<file path="config.mk">
export PLATFORM = sky130hd
export DESIGN_NAME = rv32im_mul_flat
export DESIGN_NICKNAME = d
export VERILOG_FILES = /design/src/rtl/rv32im_mul_if.sv /design/src/rtl/rv32im_mul.sv /design/src/flat_wrapper.sv
export SDC_FILE = /design/constraint.sdc
export NUM_CORES = 1
export LEC_CHECK = 0
export CAP_MARGIN = 25
export CORE_MARGIN = 2
export CORE_UTILIZATION = 45
export CTS_BUF_LIST = sky130_fd_sc_hd__clkbuf_16
export DETAILED_ROUTE_END_ITERATION = 6
export PLACE_DENSITY = 0.72
export SYNTH_ARGS = -nofsm -noshare
export SYNTH_HDL_FRONTEND = slang
export SYNTH_SLANG_ARGS = --single-unit
</file>
<file path="constraint.sdc">
create_clock -name clk_i -period 5 [get_ports clk_i]
set_clock_uncertainty 0.1 [all_clocks]
set_input_delay 1 -clock clk_i [delete_from_list [all_inputs] [get_ports clk_i]]
set_output_delay 1 -clock clk_i [all_outputs]
set_load 0.1 [all_outputs]
</file>
<file path="src/rtl/rv32im_mul_if.sv">
// Handshake and operand bundle between the execute stage and the iterative multiplier.
// Signal suffixes are relative to the multiplier (slave) side.
`timescale 1ns/1ps
interface rv32im_mul_if #(
    parameter int WIDTH = 32
);
    logic             clear_i;
    logic             start_i;
    logic [1:0]       op_i;
    logic [WIDTH-1:0] a_i;
    logic [WIDTH-1:0] b_i;
    logic             busy_o;
    logic             valid_o;
    logic [WIDTH-1:0] result_o;

    modport master (
        output clear_i, start_i, op_i, a_i, b_i,
        input  busy_o, valid_o, result_o
    );

    modport slave (
        input  clear_i, start_i, op_i, a_i, b_i,
        output busy_o, valid_o, result_o
    );
endinterface

</file>
<file path="src/rtl/rv32im_mul.sv">
// Iterative radix-2 shift-add multiplier for MUL/MULH/MULHSU/MULHU.
// Multiplies operand magnitudes over WIDTH cycles, then sign-corrects and picks the word.
`timescale 1ns/1ps
module rv32im_mul #(
    parameter int WIDTH = 32
) (
    input  logic         clk_i,
    input  logic         rst_ni,
    rv32im_mul_if.slave  bus
);
    localparam int CW = (WIDTH > 2) ? $clog2(WIDTH) : 1;

    localparam logic [1:0] IDLE = 2'd0;
    localparam logic [1:0] RUN  = 2'd1;
    localparam logic [1:0] FIX  = 2'd2;

    logic [1:0]         state_q, state_d;
    logic [CW-1:0]      cnt_q, cnt_d;
    logic [WIDTH-1:0]   aMag_q, aMag_d;
    logic [WIDTH-1:0]   bMag_q, bMag_d;
    logic [2*WIDTH-1:0] prod_q, prod_d;
    logic [WIDTH-1:0]   result_q, result_d;
    logic               neg_q, neg_d;
    logic               hiSel_q, hiSel_d;
    logic               valid_q, valid_d;

    logic               aNeg, bNeg;
    logic [WIDTH-1:0]   aAbs, bAbs;
    logic [WIDTH:0]     sum;
    logic [2*WIDTH-1:0] fixed;

    // Only MULH/MULHSU treat rs1 as signed and only MULH treats rs2 as signed.
    always_comb begin
        aNeg  = ((bus.op_i == 2'b01) || (bus.op_i == 2'b10)) && bus.a_i[WIDTH-1];
        bNeg  = (bus.op_i == 2'b01) && bus.b_i[WIDTH-1];
        aAbs  = aNeg ? (~bus.a_i + WIDTH'(1)) : bus.a_i;
        bAbs  = bNeg ? (~bus.b_i + WIDTH'(1)) : bus.b_i;
        sum   = {1'b0, prod_q[2*WIDTH-1:WIDTH]} + (bMag_q[0] ? {1'b0, aMag_q} : '0);
        fixed = neg_q ? (~prod_q + (2*WIDTH)'(1)) : prod_q;
    end

    always_comb begin
        state_d  = state_q;
        cnt_d    = cnt_q;
        aMag_d   = aMag_q;
        bMag_d   = bMag_q;
        prod_d   = prod_q;
        result_d = result_q;
        neg_d    = neg_q;
        hiSel_d  = hiSel_q;
        valid_d  = valid_q;

        case (state_q)
            IDLE: begin
                if (bus.start_i) begin
                    state_d = RUN;
                    aMag_d  = aAbs;
                    bMag_d  = bAbs;
                    neg_d   = aNeg ^ bNeg;
                    hiSel_d = (bus.op_i != 2'b00);
                    prod_d  = '0;
                    cnt_d   = '0;
                    valid_d = 1'b0;
                end
            end
            RUN: begin
                // The carry out of the add becomes the new MSB after the right shift.
                prod_d = {sum, prod_q[WIDTH-1:1]};
                bMag_d = bMag_q >> 1;
                cnt_d  = cnt_q + CW'(1);
                if (cnt_q == CW'(WIDTH - 1)) begin
                    state_d = FIX;
                end
            end
            FIX: begin
                prod_d   = fixed;
                result_d = hiSel_q ? fixed[2*WIDTH-1:WIDTH] : fixed[WIDTH-1:0];
                valid_d  = 1'b1;
                state_d  = IDLE;
            end
            default: state_d = IDLE;
        endcase

        if (bus.clear_i) begin
            state_d  = IDLE;
            valid_d  = 1'b0;
            result_d = result_q;
        end
    end

    always_ff @(posedge clk_i or negedge rst_ni) begin
        if (!rst_ni) begin
            state_q  <= IDLE;
            cnt_q    <= '0;
            aMag_q   <= '0;
            bMag_q   <= '0;
            prod_q   <= '0;
            result_q <= '0;
            neg_q    <= 1'b0;
            hiSel_q  <= 1'b0;
            valid_q  <= 1'b0;
        end else begin
            state_q  <= state_d;
            cnt_q    <= cnt_d;
            aMag_q   <= aMag_d;
            bMag_q   <= bMag_d;
            prod_q   <= prod_d;
            result_q <= result_d;
            neg_q    <= neg_d;
            hiSel_q  <= hiSel_d;
            valid_q  <= valid_d;
        end
    end

    assign bus.busy_o   = (state_q != IDLE);
    assign bus.valid_o  = valid_q;
    assign bus.result_o = result_q;
endmodule
</file>
<file path="src/flat_wrapper.sv">
// flat-port wrapper written by rule: the top's interface ports become plain ports
module rv32im_mul_flat 
#(
    parameter int WIDTH = 32
)
  (clk_i, rst_ni, bus_clear_i, bus_start_i, bus_op_i, bus_a_i, bus_b_i, bus_busy_o, bus_valid_o, bus_result_o);
  rv32im_mul_if #(.WIDTH(WIDTH)) bus_i ();
  input  logic clk_i;
  input  logic rst_ni;
  input wire logic [$bits(bus_i.clear_i)-1:0] bus_clear_i;
  input wire logic [$bits(bus_i.start_i)-1:0] bus_start_i;
  input wire logic [$bits(bus_i.op_i)-1:0] bus_op_i;
  input wire logic [$bits(bus_i.a_i)-1:0] bus_a_i;
  input wire logic [$bits(bus_i.b_i)-1:0] bus_b_i;
  output wire logic [$bits(bus_i.busy_o)-1:0] bus_busy_o;
  output wire logic [$bits(bus_i.valid_o)-1:0] bus_valid_o;
  output wire logic [$bits(bus_i.result_o)-1:0] bus_result_o;
  assign bus_i.clear_i = bus_clear_i;
  assign bus_i.start_i = bus_start_i;
  assign bus_i.op_i = bus_op_i;
  assign bus_i.a_i = bus_a_i;
  assign bus_i.b_i = bus_b_i;
  assign bus_busy_o = bus_i.busy_o;
  assign bus_valid_o = bus_i.valid_o;
  assign bus_result_o = bus_i.result_o;
  rv32im_mul #(.WIDTH(WIDTH)) u_core (.clk_i(clk_i), .rst_ni(rst_ni), .bus(bus_i));
endmodule
</file>
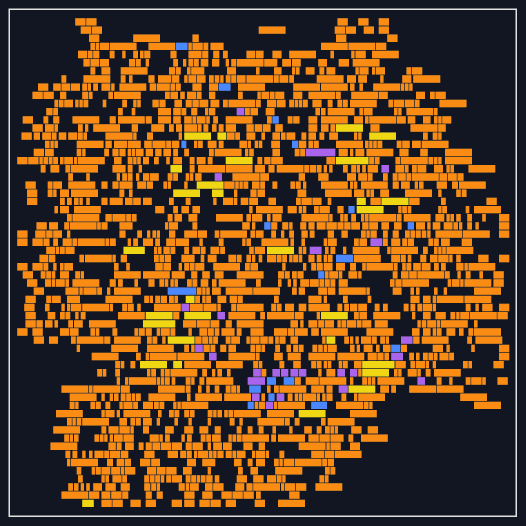
(run_1/sizing.png)
(3 px per micron)
| color | size | cells | most used |
|---|---|---|---|
| yellow | x6 and larger | 29 | clkbuf_16 |
| orange | x1 and smaller | 1512 | nand2_1 |
| blue | x2 | 18 | or2_2 |
| purple | x3 and x4 | 25 | buf_4 |
Non-clock buffers: 121
area delta synth->final: 15.51%

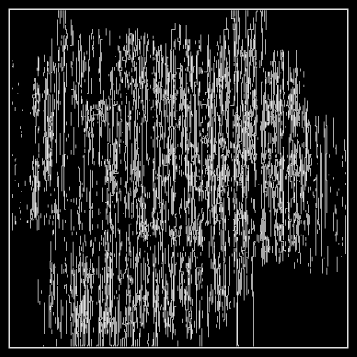
(run_1/m2.png)
(2 px per micron)
share of all routed wire: 46%
nets with wire on the layer: 1317
longest straight run: 62.2 microns
main direction: vertical
wire length on this layer: 15600 microns
total number of vias: 11260
WL final: 33560 microns

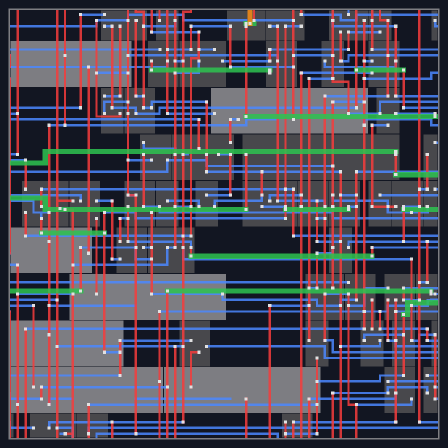
(run_1/closeup.png)
Region (72, 72) to (97, 97) microns. Cells in gray, sequential cells in the stronger gray; small squares are vias.
| color | layer |
|---|---|
| blue | M1 |
| red | M2 |
| green | M3 |
| orange | M4 |
cells with their middle in the window: 51
most frequent: nand2_1 (11), nor3_1 (7), dfrtp_1 (7)
netlist names of flops here include: u_core.prod_q (7)
sequential cells in the window: 7

==> out/results.ini, run 1 <==
[run_status]
outcome = finished clean

[global_routing]
grt_antenna_before_repair = 1
grt_busiest_layer = met2
gr-usage-met3_pct = 3.577
global_route.usage.met2_pct = 39.17

[power_and_ir_drop]
powerComb_mw = 1.41
pg_clk_mw = 1.40
p_sw_share_pct = 36.05
power.internal_mw = 2.877
seqPwrFrac_pct = 37.5

[logic_synthesis]
ys_warn_count = 0
synthesis.area_sq_mm = 0.01218
aoi_share_pct = 24.41
yosysMostFrequentCell = nand2_1
top_logic_kind = AND-OR/OR-AND gates
synthTopCellsByCount = 216 x nand2_1, 211 x o21ai_0, 170 x dfrtp_1, 113 x nor2_1, 104 x a21oi_1
xor_share_pct = 10.14
syn_area_per_cell_sq_um = 7.988
async_flop_share_pct = 100.0
edf_count = 0
adder_share_pct = 4.581
ys_types = 64
synth_top_area_share_pct = 34.92

[setup_path]
rrSetupSlack_ps = 1170
cp_max_fo = 6
crit_buf_inv = 1
end_kind = register
max_stage_delay_ps = 730
r2r_end = u_core.prod_q[58]$_DFFE_PN0P_
cpMaxStageDelayCell = nor4_1
path_class = input port to register
path_cells = clkdlybuf4s50_1 > nor4_1 > nand3_1 > or4_1 > o41ai_1 > xor2_1 > nor2_1 > a21oi_1 > o21ai_0
cp-startpoint = bus_b_i[4]

[cells_and_area]
design_area_sq_mm = 0.01407
comb_area_share_pct = 53.28
fin_util_pct = 52.50
clock_cell_area_share_pct = 4.339
final.clkbuf_count = 17
final_cell_mix = 215 x nand2_1, 210 x o21ai_0, 169 x dfrtp_1, 112 x nor2_1, 104 x a21oi_1
n_antenna_cell = 0
inv_count = 27
seq_share_pct = 30.24
fillCellCount = 2504
seq_area_sq_mm = 0.004255

[clock_tree]
post_cts_resized = 0
insertion_delay_ps = 440
cts_tree = built
cts-root-buf = clkbuf_16
clkTransAtPathRegs_ps = 70

[timing]
post-route-min-period_ps = 3846
tns_ps = 0
whs_ps = 372.9
finalClockPeriodUsage_pct = 76.91
rsz0062_at_grt = false

[placement]
hpwl_microns = 24270
placed_area_sq_mm = 0.01346
dp_slack_ps = 741.1

[drt]
post-route-drc-count = 0
dr.pass1.iters = 5
highest_layer = met4
wl_met1_microns = 15680
antenna_left = 0
met2_length_microns = 15590
wl_met3_microns = 1732

[floorplan]
coreArea_sq_mm = 0.02680
die_w_microns = 168.5
row_count = 60
chip_area_sq_mm = 0.02840

[worst_hold_path]
hold_depth = 2
holdCritPathClass = register to register
min_from = u_core.aMag_q[25]$_DFFE_PN0P_

[flow_run]
drv_cap = 0

==> run 1 -> run 2 <==
clock period = 3.6 ns   (was 5 ns; I/O delays follow)
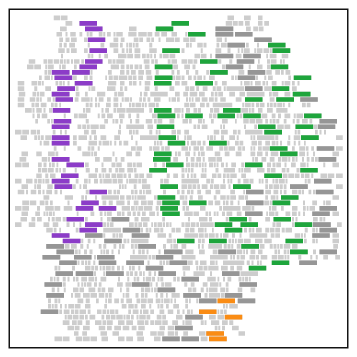
(run_2/ff_map.png)
(2 px per micron) Other sequential cells in the stronger gray, the rest of the logic in the fainter gray.
| color | name in the netlist | placed flops |
|---|---|---|
| green | u_core.prod_q | 64 |
| orange | u_core.cnt_q | 5 |
| purple | u_core.aMag_q | 32 |
register area: 0.004255 sq mm
flop share of the area: 29.65%
Seq group: 2.34 mW
post-route core utilization: 53.55%

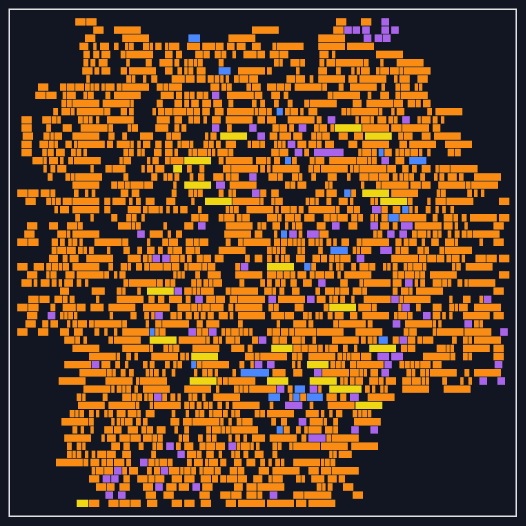
(run_2/sizing.png)
(3 px per micron)
| color | size | cells | most used |
|---|---|---|---|
| blue | x2 | 21 | or2_2 |
| yellow | x6 and larger | 23 | clkbuf_16 |
| purple | x3 and x4 | 90 | buf_4 |
| orange | x1 and smaller | 1495 | nand2_1 |
final worst slack: 99.01 ps
area delta synth->final: 17.81%

==> out/results.ini, run 2 <==
[power_and_ir_drop]
seqPwrFrac_pct = 38.5  ; +1.0 points
p_sw_share_pct = 36.34  ; +0.29 points
power.internal_mw = 3.867  ; +34%
powerComb_mw = 2.00  ; +42%
pg_clk_mw = 1.73  ; +24%

[clock_tree]
insertion_delay_ps = 440  ; about the same
clkTransAtPathRegs_ps = 70  ; about the same
cts_tree = built
cts-root-buf = clkbuf_16
post_cts_resized = 0  ; unchanged

[cells_and_area]
final_cell_mix = 215 x nand2_1, 207 x o21ai_0, 169 x dfrtp_1, 112 x nor2_1, 104 x a21oi_1
logic_gates = 1234
nNetsFinal = 1731
n_antenna_cell = 0  ; unchanged
fillCellCount = 2556  ; +2.1%
clock_cell_area_share_pct = 3.731  ; -0.61 points
logic_area_sq_mm = 0.007522
final.clkbuf_count = 17  ; unchanged
inv_count = 27  ; unchanged
n_all_buffers = 167  ; +38%
design_area_sq_mm = 0.01435  ; +2.0%
comb_area_share_pct = 52.41  ; -0.87 points

[run_status]
outcome = finished clean

[timing]
whs_ps = 73.78  ; -299.1 ps
rsz0062_at_grt = false
finalClockPeriodUsage_pct = 97.25
post-route-min-period_ps = 3501
tns_ps = 0  ; unchanged

[setup_path]
end_kind = register
rrSetupSlack_ps = 100  ; -1070 ps
cpMaxStageDelayCell = or4_4
crit_buf_inv = 0  ; -1
path_cells = or4_4 > or4_4 > or4_4 > or4_4 > o41ai_4 > xor2_1 > o221ai_1
r2r_end = u_core.bus.result_o[19]$_DFFE_PN0P_
cp-startpoint = u_core.prod_q[1]$_DFFE_PN0P_
path_class = register to register
cp_max_fo = 9  ; +3
max_stage_delay_ps = 630  ; -100 ps

[logic_synthesis]
largest_area_cell = dfrtp_1
aoi_share_pct = 24.41  ; unchanged
synthTopCellsByCount = 216 x nand2_1, 211 x o21ai_0, 170 x dfrtp_1, 113 x nor2_1, 104 x a21oi_1
top_logic_kind = AND-OR/OR-AND gates
ys_warn_count = 0  ; unchanged
ys_area_sq_mm = 0.01218
synth_top_area_share_pct = 34.92  ; unchanged
xor_share_pct = 10.14  ; unchanged
adder_share_pct = 4.581  ; unchanged
async_flop_share_pct = 100.0  ; unchanged
edf_count = 0  ; unchanged
synthesis.area_sq_mm = 0.01218  ; unchanged
syn_area_per_cell_sq_um = 7.988  ; unchanged
ys_types = 64  ; unchanged
topCellsByArea = dfrtp_1 35%, o21ai_0 8.7%, nand2_1 6.7%
yosysMostFrequentCell = nand2_1

[drt]
highest_layer = met4
via_count = 11590  ; +3.0%
met2_length_microns = 15750  ; +1.0%
drt-vias-per-instance = 5.885
drt-total-wl_microns = 33990  ; +1.3%
wl_met1_microns = 15410  ; -1.7%
post-route-drc-count = 0  ; unchanged
wl_met3_microns = 2140  ; +24%
dr.pass1.iters = 6  ; +1

[placement]
hpwl_microns = 25200  ; +3.8%
port_buffers = 103
dp_slack_ps = -100.9  ; -842.0 ps
placed_area_sq_mm = 0.01380  ; +2.5%

[global_routing]
gr-usage-met3_pct = 3.320  ; -0.26 points
global_route.usage.met2_pct = 39.17  ; unchanged
grt_antenna_before_repair = 0  ; -1
grt_busiest_layer = met2

[floorplan]
chip_area_sq_mm = 0.02840  ; unchanged
floorplan.core_util_pct = 45.45
coreArea_sq_mm = 0.02680  ; unchanged
die_w_microns = 168.5  ; unchanged
die_y_microns = 168.5
row_count = 60  ; unchanged

[flow_run]
drv_cap = 0  ; unchanged

[worst_hold_path]
holdCritPathClass = input port to async pin

==> run 2 -> run 3 <==
GPL_ROUTABILITY_DRIVEN = 0   (was not set)
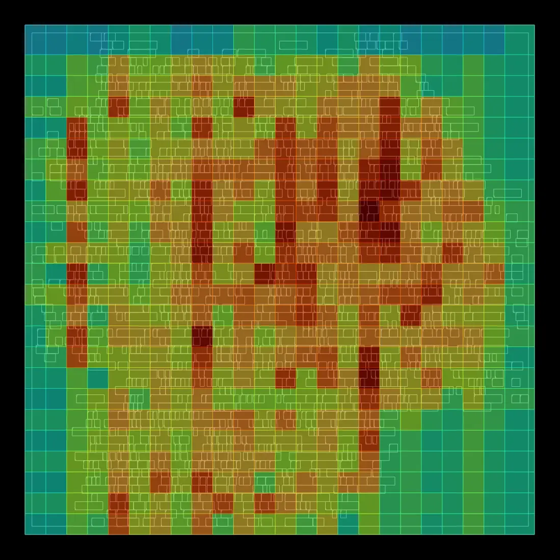
(run_3/congestion_map.png)
WL per Instance: 17.03 microns
met1 Use GR: 34.30%
post-route core utilization: 53.36%
Overall Global Routing Usage: 24.01%
routing usage on met2: 37.79%

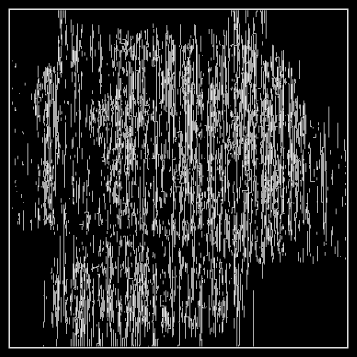
(run_3/m2.png)
(2 px per micron)
nets with wire on the layer: 1345
share of all routed wire: 46%
WL final: 33530 microns
total number of vias: 11410

==> out/results.ini, run 3 <==
[logic_synthesis]
yosysMostFrequentCell = nand2_1
ys_warn_count = 0  ; unchanged
largest_area_cell = dfrtp_1
ys_types = 64  ; unchanged
synthesis.area_sq_mm = 0.01218  ; unchanged
edf_count = 0  ; unchanged
synthTopCellsByCount = 216 x nand2_1, 211 x o21ai_0, 170 x dfrtp_1, 113 x nor2_1, 104 x a21oi_1
top_logic_kind = AND-OR/OR-AND gates
async_flop_share_pct = 100.0  ; unchanged
aoi_share_pct = 24.41  ; unchanged
ys_area_sq_mm = 0.01218  ; unchanged
syn_area_per_cell_sq_um = 7.988  ; unchanged
synth_top_area_share_pct = 34.92  ; unchanged
topCellsByArea = dfrtp_1 35%, o21ai_0 8.7%, nand2_1 6.7%
xor_share_pct = 10.14  ; unchanged
adder_share_pct = 4.581  ; unchanged
ff_type = dfrtp_1

[timing]
post-route-min-period_ps = 3453  ; -47.96 ps
setup_slack_ps = 147.0  ; +47.96 ps
rsz0062_at_grt = false
max_freq_ghz = 0.2896
finalClockPeriodUsage_pct = 95.92  ; -1.3 points
tns_ps = 0  ; unchanged
whs_ps = 92.94  ; +19.16 ps

[drt]
wl_met3_microns = 2014  ; -5.9%
post-route-drc-count = 0  ; unchanged
wl_met1_microns = 15530  ; +0.79%
dr.pass1.iters = 5  ; -1
drt-vias-per-instance = 5.797  ; -1.5%
met2_length_microns = 15270  ; -3.1%
highest_layer = met4

[placement]
placed_area_sq_mm = 0.01377  ; -0.22%
hpwl_microns = 24830  ; -1.5%
port_buffers = 103  ; unchanged
dp_slack_ps = -110.2  ; -9.276 ps

[global_routing]
grt_max_degree = 89
grt_antenna_before_repair = 0  ; unchanged
gr-usage-met3_pct = 3.086  ; -0.23 points
grt_busiest_layer = met2

[power_and_ir_drop]
seq-power_mw = 2.34  ; about the same
p_sw_mw = 2.177
ir_worst_vdd_uv = 302.2
pg_clk_mw = 1.64  ; -5%
powerComb_mw = 1.99  ; about the same
power.internal_mw = 3.794  ; -1.9%
p_sw_share_pct = 36.45  ; +0.11 points
seqPwrFrac_pct = 39.2  ; +0.7 points

[setup_path]
cp-startpoint = u_core.prod_q[1]$_DFFE_PN0P_
rrSetupSlack_ps = 150  ; +50 ps
end_kind = register
cp.arrival_ps = 3630
cpMaxStageDelayCell = or4_4
cp.required_ps = 3770
path_cells = or4_4 > or4_4 > or4_4 > or4_4 > o41ai_4 > xor2_1 > o221ai_1
r2r_end = u_core.bus.result_o[19]$_DFFE_PN0P_
rr_worst_depth = 7
cp_max_fo = 9  ; unchanged
crit_end = u_core.bus.result_o[19]$_DFFE_PN0P_
crit_buf_inv = 0  ; unchanged
max_stage_delay_ps = 630  ; about the same
path_class = register to register

[clock_tree]
insertion_delay_ps = 430  ; about the same
cts-root-buf = clkbuf_16
cts_tree = built
clkTransAtPathRegs_ps = 60  ; about the same

[floorplan]
row_count = 60  ; unchanged
die_w_microns = 168.5  ; unchanged
chip_area_sq_mm = 0.02840  ; unchanged
coreArea_sq_mm = 0.02680  ; unchanged
die_y_microns = 168.5  ; unchanged
floorplan.core_util_pct = 45.45  ; unchanged

[cells_and_area]
design_area_sq_mm = 0.01430  ; -0.35%
inv_count = 27  ; unchanged
comb_area_share_pct = 52.55  ; +0.13 points
seq_area_sq_mm = 0.004255  ; unchanged
seq_share_pct = 29.76  ; +0.10 points
logic_gates = 1234  ; unchanged
fillCellCount = 2492  ; -2.5%
final.clkbuf_count = 17  ; unchanged
n_all_buffers = 165  ; -1.2%
final_cell_mix = 215 x nand2_1, 209 x o21ai_0, 169 x dfrtp_1, 112 x nor2_1, 104 x a21oi_1
clock_cell_area_share_pct = 3.605  ; -0.13 points
nNetsFinal = 1729  ; -0.12%
logic_area_sq_mm = 0.007515  ; about the same
n_antenna_cell = 0  ; unchanged

[flow_run]
drv_cap = 0  ; unchanged

[worst_hold_path]
holdCritPathClass = input port to async pin

[run_status]
outcome = finished clean

No activity file was given, so power comes from the tool's default toggle rates.
